$ cat src/rtl/uart_tx_fifo.sv
// UART transmitter fed by a small synchronous FIFO. Words are serialised
// LSB first with an optional parity bit and one or two stop bits. Frames
// follow each other with no idle gap while the FIFO holds data.
module uart_tx_fifo #(
  parameter int unsigned CLK_FREQUENCY = 100_000_000,
  parameter int unsigned BAUD_RATE     = 19_200,
  parameter int unsigned DATA_BITS     = 8,
  parameter int unsigned PARITY_MODE   = 0,
  parameter int unsigned STOP_BITS     = 1,
  parameter int unsigned FIFO_DEPTH    = 8
) (
  input  logic                          clk,
  input  logic                          rst_n,
  input  logic [DATA_BITS-1:0]          din,
  input  logic                          din_valid,
  output logic                          din_ready,
  output logic                          tx_out,
  output logic                          busy,
  output logic [$clog2(FIFO_DEPTH):0]   fifo_count,
  output logic                          fifo_empty
);

  localparam int unsigned BAUD_CLOCKS = CLK_FREQUENCY / BAUD_RATE;
  localparam int unsigned AW = $clog2(FIFO_DEPTH);
  localparam int unsigned BW = $clog2(BAUD_CLOCKS);
  localparam int unsigned NW = $clog2(DATA_BITS);

  localparam logic [BW-1:0] BAUD_LAST  = BW'(BAUD_CLOCKS - 1);
  localparam logic [NW-1:0] DATA_LAST  = NW'(DATA_BITS - 1);
  localparam logic [NW-1:0] STOP_LAST  = NW'(STOP_BITS - 1);
  localparam logic [AW:0]   FULL_COUNT = (AW+1)'(FIFO_DEPTH);

  typedef enum logic [2:0] {
    S_IDLE,
    S_START,
    S_DATA,
    S_PARITY,
    S_STOP
  } state_t;

  // FIFO storage and bookkeeping
  logic [DATA_BITS-1:0] mem [FIFO_DEPTH];
  logic [AW-1:0]        wr_ptr;
  logic [AW-1:0]        rd_ptr;
  logic [AW:0]          count;
  logic [DATA_BITS-1:0] head;
  logic                 head_par;
  logic                 push;
  logic                 pop;

  // Serialiser state
  state_t               state, state_nx;
  logic [BW-1:0]        baud_cnt, baud_nx;
  logic [NW-1:0]        bit_cnt, bit_nx;
  logic [DATA_BITS-1:0] shreg, shreg_nx;
  logic                 par_bit, par_nx;
  logic                 tx_nx;
  logic                 busy_nx;
  logic                 baud_end;

  assign fifo_count = count;
  assign fifo_empty = (count == '0);
  assign din_ready  = (count != FULL_COUNT);
  assign push       = din_valid && din_ready;
  assign head       = mem[rd_ptr];
  assign head_par   = (PARITY_MODE == 2) ? ~^head : ^head;
  assign baud_end   = (baud_cnt == BAUD_LAST);

  // FIFO array write; contents need no reset because count gates reads
  always_ff @(posedge clk) begin
    if (push) begin
      mem[wr_ptr] <= din;
    end
  end

  // FIFO pointers and occupancy; a simultaneous push and pop leaves count unchanged
  always_ff @(posedge clk or negedge rst_n) begin
    if (!rst_n) begin
      wr_ptr <= '0;
      rd_ptr <= '0;
      count  <= '0;
    end else begin
      if (push) wr_ptr <= wr_ptr + 1'b1;
      if (pop)  rd_ptr <= rd_ptr + 1'b1;
      case ({push, pop})
        2'b10:   count <= count + 1'b1;
        2'b01:   count <= count - 1'b1;
        default: count <= count;
      endcase
    end
  end

  // Serialiser state register
  always_ff @(posedge clk or negedge rst_n) begin
    if (!rst_n) begin
      state    <= S_IDLE;
      baud_cnt <= '0;
      bit_cnt  <= '0;
      shreg    <= '0;
      par_bit  <= 1'b0;
      tx_out   <= 1'b1;
      busy     <= 1'b0;
    end else begin
      state    <= state_nx;
      baud_cnt <= baud_nx;
      bit_cnt  <= bit_nx;
      shreg    <= shreg_nx;
      par_bit  <= par_nx;
      tx_out   <= tx_nx;
      busy     <= busy_nx;
    end
  end

  // Next-state and registered-output decode; tx_out is computed one cycle
  // ahead so the line changes exactly on each bit boundary edge
  always_comb begin
    state_nx = state;
    baud_nx  = baud_end ? '0 : baud_cnt + 1'b1;
    bit_nx   = bit_cnt;
    shreg_nx = shreg;
    par_nx   = par_bit;
    tx_nx    = tx_out;
    busy_nx  = busy;
    pop      = 1'b0;

    unique case (state)
      S_IDLE: begin
        baud_nx = '0;
        tx_nx   = 1'b1;
        busy_nx = 1'b0;
        if (!fifo_empty) begin
          pop      = 1'b1;
          shreg_nx = head;
          par_nx   = head_par;
          tx_nx    = 1'b0;
          busy_nx  = 1'b1;
          state_nx = S_START;
        end
      end

      S_START: begin
        if (baud_end) begin
          bit_nx   = '0;
          tx_nx    = shreg[0];
          state_nx = S_DATA;
        end
      end

      S_DATA: begin
        if (baud_end) begin
          if (bit_cnt == DATA_LAST) begin
            bit_nx = '0;
            if (PARITY_MODE != 0) begin
              tx_nx    = par_bit;
              state_nx = S_PARITY;
            end else begin
              tx_nx    = 1'b1;
              state_nx = S_STOP;
            end
          end else begin
            bit_nx   = bit_cnt + 1'b1;
            shreg_nx = shreg >> 1;
            tx_nx    = shreg[1];
          end
        end
      end

      S_PARITY: begin
        if (baud_end) begin
          bit_nx   = '0;
          tx_nx    = 1'b1;
          state_nx = S_STOP;
        end
      end

      S_STOP: begin
        if (baud_end) begin
          if (bit_cnt == STOP_LAST) begin
            bit_nx = '0;
            if (!fifo_empty) begin
              // Back-to-back frame: reload straight into START, no idle bit
              pop      = 1'b1;
              shreg_nx = head;
              par_nx   = head_par;
              tx_nx    = 1'b0;
              state_nx = S_START;
            end else begin
              busy_nx  = 1'b0;
              state_nx = S_IDLE;
            end
          end else begin
            bit_nx = bit_cnt + 1'b1;
          end
        end
      end

      default: begin
        state_nx = S_IDLE;
        tx_nx    = 1'b1;
        busy_nx  = 1'b0;
      end
    endcase
  end

endmodule

$ cat config.mk
export PLATFORM = sky130hd
export DESIGN_NAME = uart_tx_fifo
export DESIGN_NICKNAME = d
export VERILOG_FILES = /design/src/rtl/uart_tx_fifo.sv
export SDC_FILE = /design/constraint.sdc
export NUM_CORES = 1
export LEC_CHECK = 0
export ABC_CLOCK_PERIOD_IN_PS = 7800
export CORE_ASPECT_RATIO = 1.25
export CORE_UTILIZATION = 35
export CTS_CLUSTER_DIAMETER = 120
export DETAILED_ROUTE_END_ITERATION = 7
export PLACE_DENSITY = 0.54
export SYNTH_ARGS = -nofsm -noshare
export SYNTH_HDL_FRONTEND = slang
export SYNTH_SLANG_ARGS = --single-unit
$ cat constraint.sdc
create_clock -name clk -period 7.8 [get_ports clk]
set_clock_uncertainty 0.05 [all_clocks]
set_input_delay 1.56 -clock clk [delete_from_list [all_inputs] [get_ports clk]]
set_output_delay 1.56 -clock clk [all_outputs]
set_load 0.01 [all_outputs]
==> results_slide.txt, run 1 <==
Key Metrics from the Run

Critical path
  – R2R Setup Slk: about 4.8 ns
  – CP endpoint: fifo_empty
  – Worst Path Arrival: between 2 and 2.5 ns
  – R2R Path Start: baud_cnt[0]$_DFF_PN0_
  – Worst path max stage delay: approximately 0.7 ns
  – CP Buf/Inv Count: 1

STA
  – # setup viols final: 0
  – Hold Violations, Final: 0
  – Slew @ Worst Pin: between 1 and 1.5 ns

Clocking
  – CTS Buffer Depth: 2
  – CTS Buf Count: 9
  – # hold bufs at CTS: 0

Synth
  – Top cells, area: edfxtp_1, dfrtp_1, mux4_2
  – Distinct lib cells used: approximately 50
  – Max-area cell share: between 40% and 50%
  – YS chip area: approximately 4500 um^2

Hold path
  – Hold path endpoint: shreg[5]$_DFFE_PN0P_
  – Worst hold stages: 2
  – Worst min-delay path class: reg -> reg

Placed design
  – Pre-CTS setup slack: about 4.1 ns
  – Final GP Congestion: about 0.73

Route
  – Top sig layer: met4

Outcome
  – Status: finished, final reports clean

Power and ir drop
  – Pwr Total: 1290 uW
  – Peak VDD IR: between 0.1 and 0.15 mV

Final layout
  – Post-layout util: approximately two fifths
  – Dominant logic cell types in the final layout: edfxtp_1, dfrtp_1, nor2_1

GRT
  – Congestion Overflow GR: 0

Die
  – Die Y: between 100 and 150 um
  – Floorplan core density: 35.7%
-- run 1: final cells by class --
cell class	count	area, um^2	area share (%)
Timing Repair Buffer	19	183	3.57
Clock buffer	9	225	4.41
Tap cell	168	210	4.11
Sequential cell	103	2900	56.7
Inverter	9	33.8	0.661
Multi-Input combinational cell	189	1510	29.5
Clock inverter	7	53.8	1.05
-- run 1: state kept, by name (all words and copies together), names as in the netlist --
register / flops
wr_ptr: 3
baud_cnt: 13
shreg: 8
mem: 64
fifo_count: 4
state: 3
busy: 1
bit_cnt: 3
tx_out: 1
rd_ptr: 3
-- run 1: power breakdown --
group / total [uW] / internal (uW) / switching, uW
clock network: 427 / 221 / 206
registers: 690 / 652 / 38.2
logic: 169 / 80.5 / 88.0
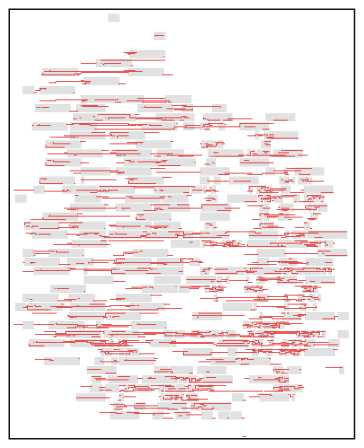
Figure 1: run 1, met1 routing.
share of all routed wire: 46%
wire length on this layer: 3,420 um
routed wire length: 7510 um
via count: 2,462
M1 GR Usage: 17.1%

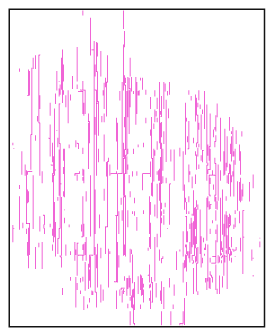
Figure 2: run 1, the metal 2 layer.
share of all routed wire: 50%
longest straight run: 87.0 um
wire length on this layer: 3,720 um
main direction: vertical
met2 GRT Util: 20.3%

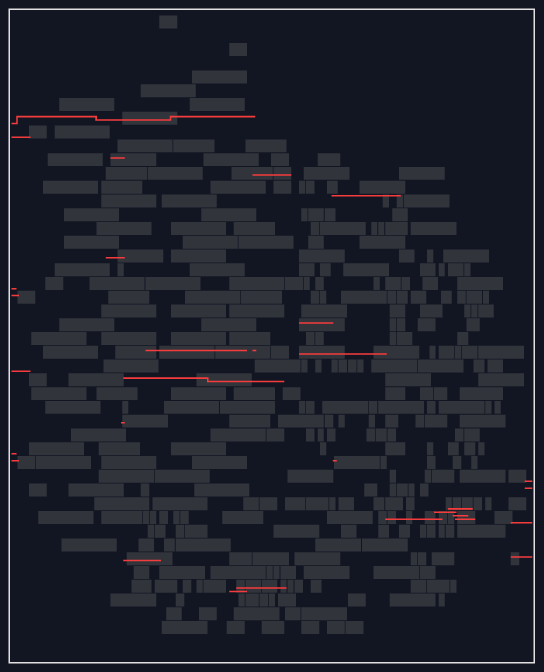
Figure 3: run 1, met3 routing.
longest straight run: 19.8 um
main direction: horizontal
wire length on this layer: 220 um
nets with wire on the layer: 20
share of all routed wire: 2.9%
met3 Usage GRT: 3.10%

==> run 1 -> run 2 <==
--- a/config.mk
+++ b/config.mk
@@ -5,7 +5,7 @@
 export SDC_FILE = /design/constraint.sdc
 export NUM_CORES = 1
 export LEC_CHECK = 0
-export ABC_CLOCK_PERIOD_IN_PS = 7800
+export ABC_CLOCK_PERIOD_IN_PS = 3500
 export CORE_ASPECT_RATIO = 1.25
 export CORE_UTILIZATION = 35
 export CTS_CLUSTER_DIAMETER = 120
==> constraint.sdc (replaced) <==
create_clock -name clk -period 3.5 [get_ports clk]
set_clock_uncertainty 0.05 [all_clocks]
set_input_delay 0.7 -clock clk [delete_from_list [all_inputs] [get_ports clk]]
set_output_delay 0.7 -clock clk [all_outputs]
set_load 0.01 [all_outputs]
==> run 2 against run 1 <==
Effect of this change: flip-flop count unchanged; critical endpoint is now fifo_count[3]$_DFFE_PN0P_; largest power group unchanged; die area unchanged; sequential share of layout area decreased by 1.0 points; worst setup slack got worse by 3.4 ns.
==> results_slide.txt, run 2 <==
Key Metrics from the Run

Power and ir drop
  – Logic pwr share: 14.4% (+1.3 points)
  – P_clk: 957 uW (+120%)
  – Sequential power share: 52.7% (-1.0 points)
  – Switching Share: 26.4% (+0.59 points)
  – Peak VDD IR: 0.375 mV (+220%)
  – Pwr top: registers

Synth
  – Top cells, area: edfxtp_1, dfrtp_1, mux4_2
  – YS chip area: 4510 um^2 (unchanged)

Hold path
  – Worst min-delay path class: in -> async

Die
  – Die Y: 129 um (unchanged)
  – Floorplan core density: 35.7% (unchanged)

Final layout
  – Biggest register: mem
  – Max FFs per register: 64 (unchanged)
  – Post-layout util: 41.3% (+0.74 points)
  – Dominant logic cell types in the final layout: edfxtp_1, dfrtp_1, nor2_1

Placed design
  – Final GP Congestion: 0.764 (+4.5%)

Critical path
  – R2R Path Start: baud_cnt[0]$_DFF_PN0_
  – CP Buf/Inv Count: 0 (-1)
  – Worst path max stage delay: 0.41 ns (-0.31 ns)
  – R2R Setup Slk: 0.60 ns (-4.15 ns)
  – CP endpoint: fifo_count[3]$_DFFE_PN0P_

Outcome
  – Status: finished, final reports clean

Clocking
  – CTS Buf Count: 9 (unchanged)

STA
  – # setup viols final: 0 (unchanged)

Route
  – Top sig layer: met4
## run 2: cell counts after synthesis
Identical to the previous run, type by type.
## run 2: logic make-up after synthesis
logic type,after synthesis
flops,103
simple gates,90
compound gates,43
mux,27
buf+inv,22
xor+xnor,19
fa+ha+maj,10
## run 2: area by class of cell
cell class                      count  area, um^2  area share, %
Tap cell                          168         210           4.04
Clock buffer                        9         225           4.33
Clock inverter                      7        57.6           1.11
Inverter                            9        33.8          0.649
Multi-Input combinational cell    189        1510           29.0
Sequential cell                   103        2900           55.7
Timing Repair Buffer               31         273           5.24
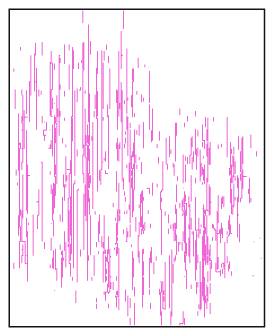
Figure 4: run 2, the metal 2 layer.
wire length on this layer: 4,070 um
longest straight run: 55.9 um
routed wire length: 8070 um
met2 GRT Util: 23.1%
via count: 2,527

==> run 2 -> run 3 <==
--- a/config.mk
+++ b/config.mk
@@ -5,12 +5,12 @@
 export SDC_FILE = /design/constraint.sdc
 export NUM_CORES = 1
 export LEC_CHECK = 0
-export ABC_CLOCK_PERIOD_IN_PS = 3500
+export ABC_CLOCK_PERIOD_IN_PS = 2350
 export CORE_ASPECT_RATIO = 1.25
 export CORE_UTILIZATION = 35
 export CTS_CLUSTER_DIAMETER = 120
 export DETAILED_ROUTE_END_ITERATION = 7
-export PLACE_DENSITY = 0.54
+export PLACE_DENSITY = 0.56
 export SYNTH_ARGS = -nofsm -noshare
 export SYNTH_HDL_FRONTEND = slang
 export SYNTH_SLANG_ARGS = --single-unit
==> constraint.sdc (replaced) <==
create_clock -name clk -period 2.35 [get_ports clk]
set_clock_uncertainty 0.05 [all_clocks]
set_input_delay 0.47 -clock clk [delete_from_list [all_inputs] [get_ports clk]]
set_output_delay 0.47 -clock clk [all_outputs]
set_load 0.01 [all_outputs]
==> run 3 against run 2 <==
Effect of this change: combinational power rose by 71%; hold slack improved by 0.025 ns; sequential power is 49% higher; synthesized area unchanged; clock power increased by 54%; final area grew 6.2%; total power grew 54%; register-to-register slack got worse by 0.52 ns; sequential share of layout area decreased by 3.3 points; first-iteration DRC count grew 37%; critical endpoint unchanged; largest power group unchanged.
==> results_slide.txt, run 3 <==
Key Metrics from the Run

Placed design
  – Final GP Congestion: 0.738 (-3.4%)

Clocking
  – CTS Buf Count: 9 (unchanged)

Synth
  – Top cells, area: edfxtp_1, dfrtp_1, mux4_2
  – Synth Flop Type: edfxtp_1
  – YS chip area: 4510 um^2 (unchanged)

STA
  – # setup viols final: 0 (unchanged)

Die
  – Floorplan core density: 35.7% (unchanged)
  – Die Y: 129 um (unchanged)
  – IO Count: 19

Critical path
  – Crit-path most repeated cell: ha_4
  – Worst path max stage delay: 0.41 ns (about the same)
  – R2R Setup Slk: 0.08 ns (-0.52 ns)
  – Crit Path Class: reg -> reg
  – R2R Path Start: baud_cnt[9]$_DFF_PN0_
  – Critical path capture point type: flop
  – CP endpoint: fifo_count[3]$_DFFE_PN0P_

Final layout
  – Max FFs per register: 64 (unchanged)
  – Gate Area: 1600 um^2 (+5.8%)
  – Post-layout util: 43.9% (+2.6 points)
  – Biggest register: mem

Power and ir drop
  – Power Dens Cells: between 800 and 900 nW/um^2
  – Int Pwr: 3270 uW
  – Peak VDD IR: 0.475 mV (+27%)
  – Pwr top: registers
  – Switching Share: 27.1% (+0.64 points)
  – P_clk: 1470 uW (+54%)
  – Logic pwr share: 16.1% (+1.7 points)

Outcome
  – Status: finished, final reports clean

GRT
  – Met2 GRT Util: 22.9% (-0.16 points)

Route
  – Top sig layer: met4

Hold path
  – Worst min-delay path class: reg -> reg
run 3: netlist changes by cell type in the layout (fill, tap and decap cells not counted), moves of 2 or more:
cell,change
buf_4,+26
ha_1,-4
ha_4,+3
a21oi_1,-2
clkinv_4,-2
inv_6,+2
inv_8,+2
run 3: critical path, delay by kind of cell, from the launching register on:
family                     cells  cell delay (ns)
adders and majority gates      2             0.36
and+or+nand+nor                3             0.61
xor gates and xnor gates       2             0.25
DFF                            1             0.41
AOI/OAI and AO/OA              3             0.47
run 3: cell type report:
type / count / share of cell area, %
clock buffers: 9 / 4.07
inverters: 9 / 0.611
repair buffers: 59 / 9.05
clock inverters: 7 / 1.22
flip-flops and latches: 103 / 52.4
well taps: 168 / 3.80
multi-input cells: 189 / 28.8
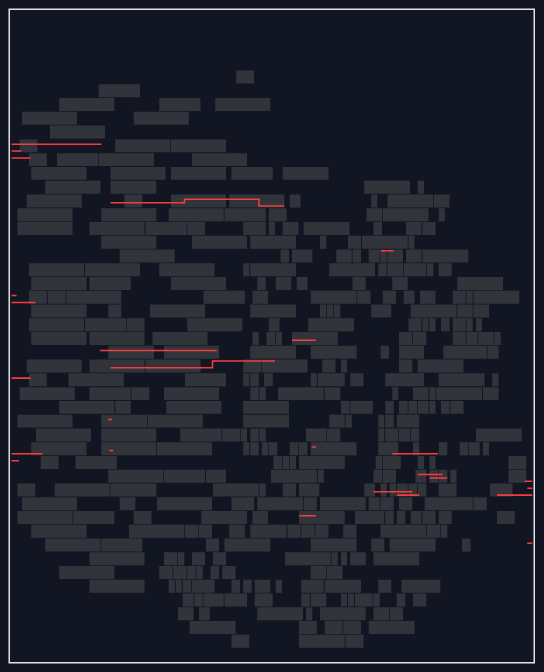
Figure 5: run 3, met3 routing.
share of all routed wire: 2.2%
longest straight run: 22.8 um
nets with wire on the layer: 19
via count: 2,665
met3 Usage GRT: 2.77%

No activity file was given, so power comes from the tool's default toggle rates.
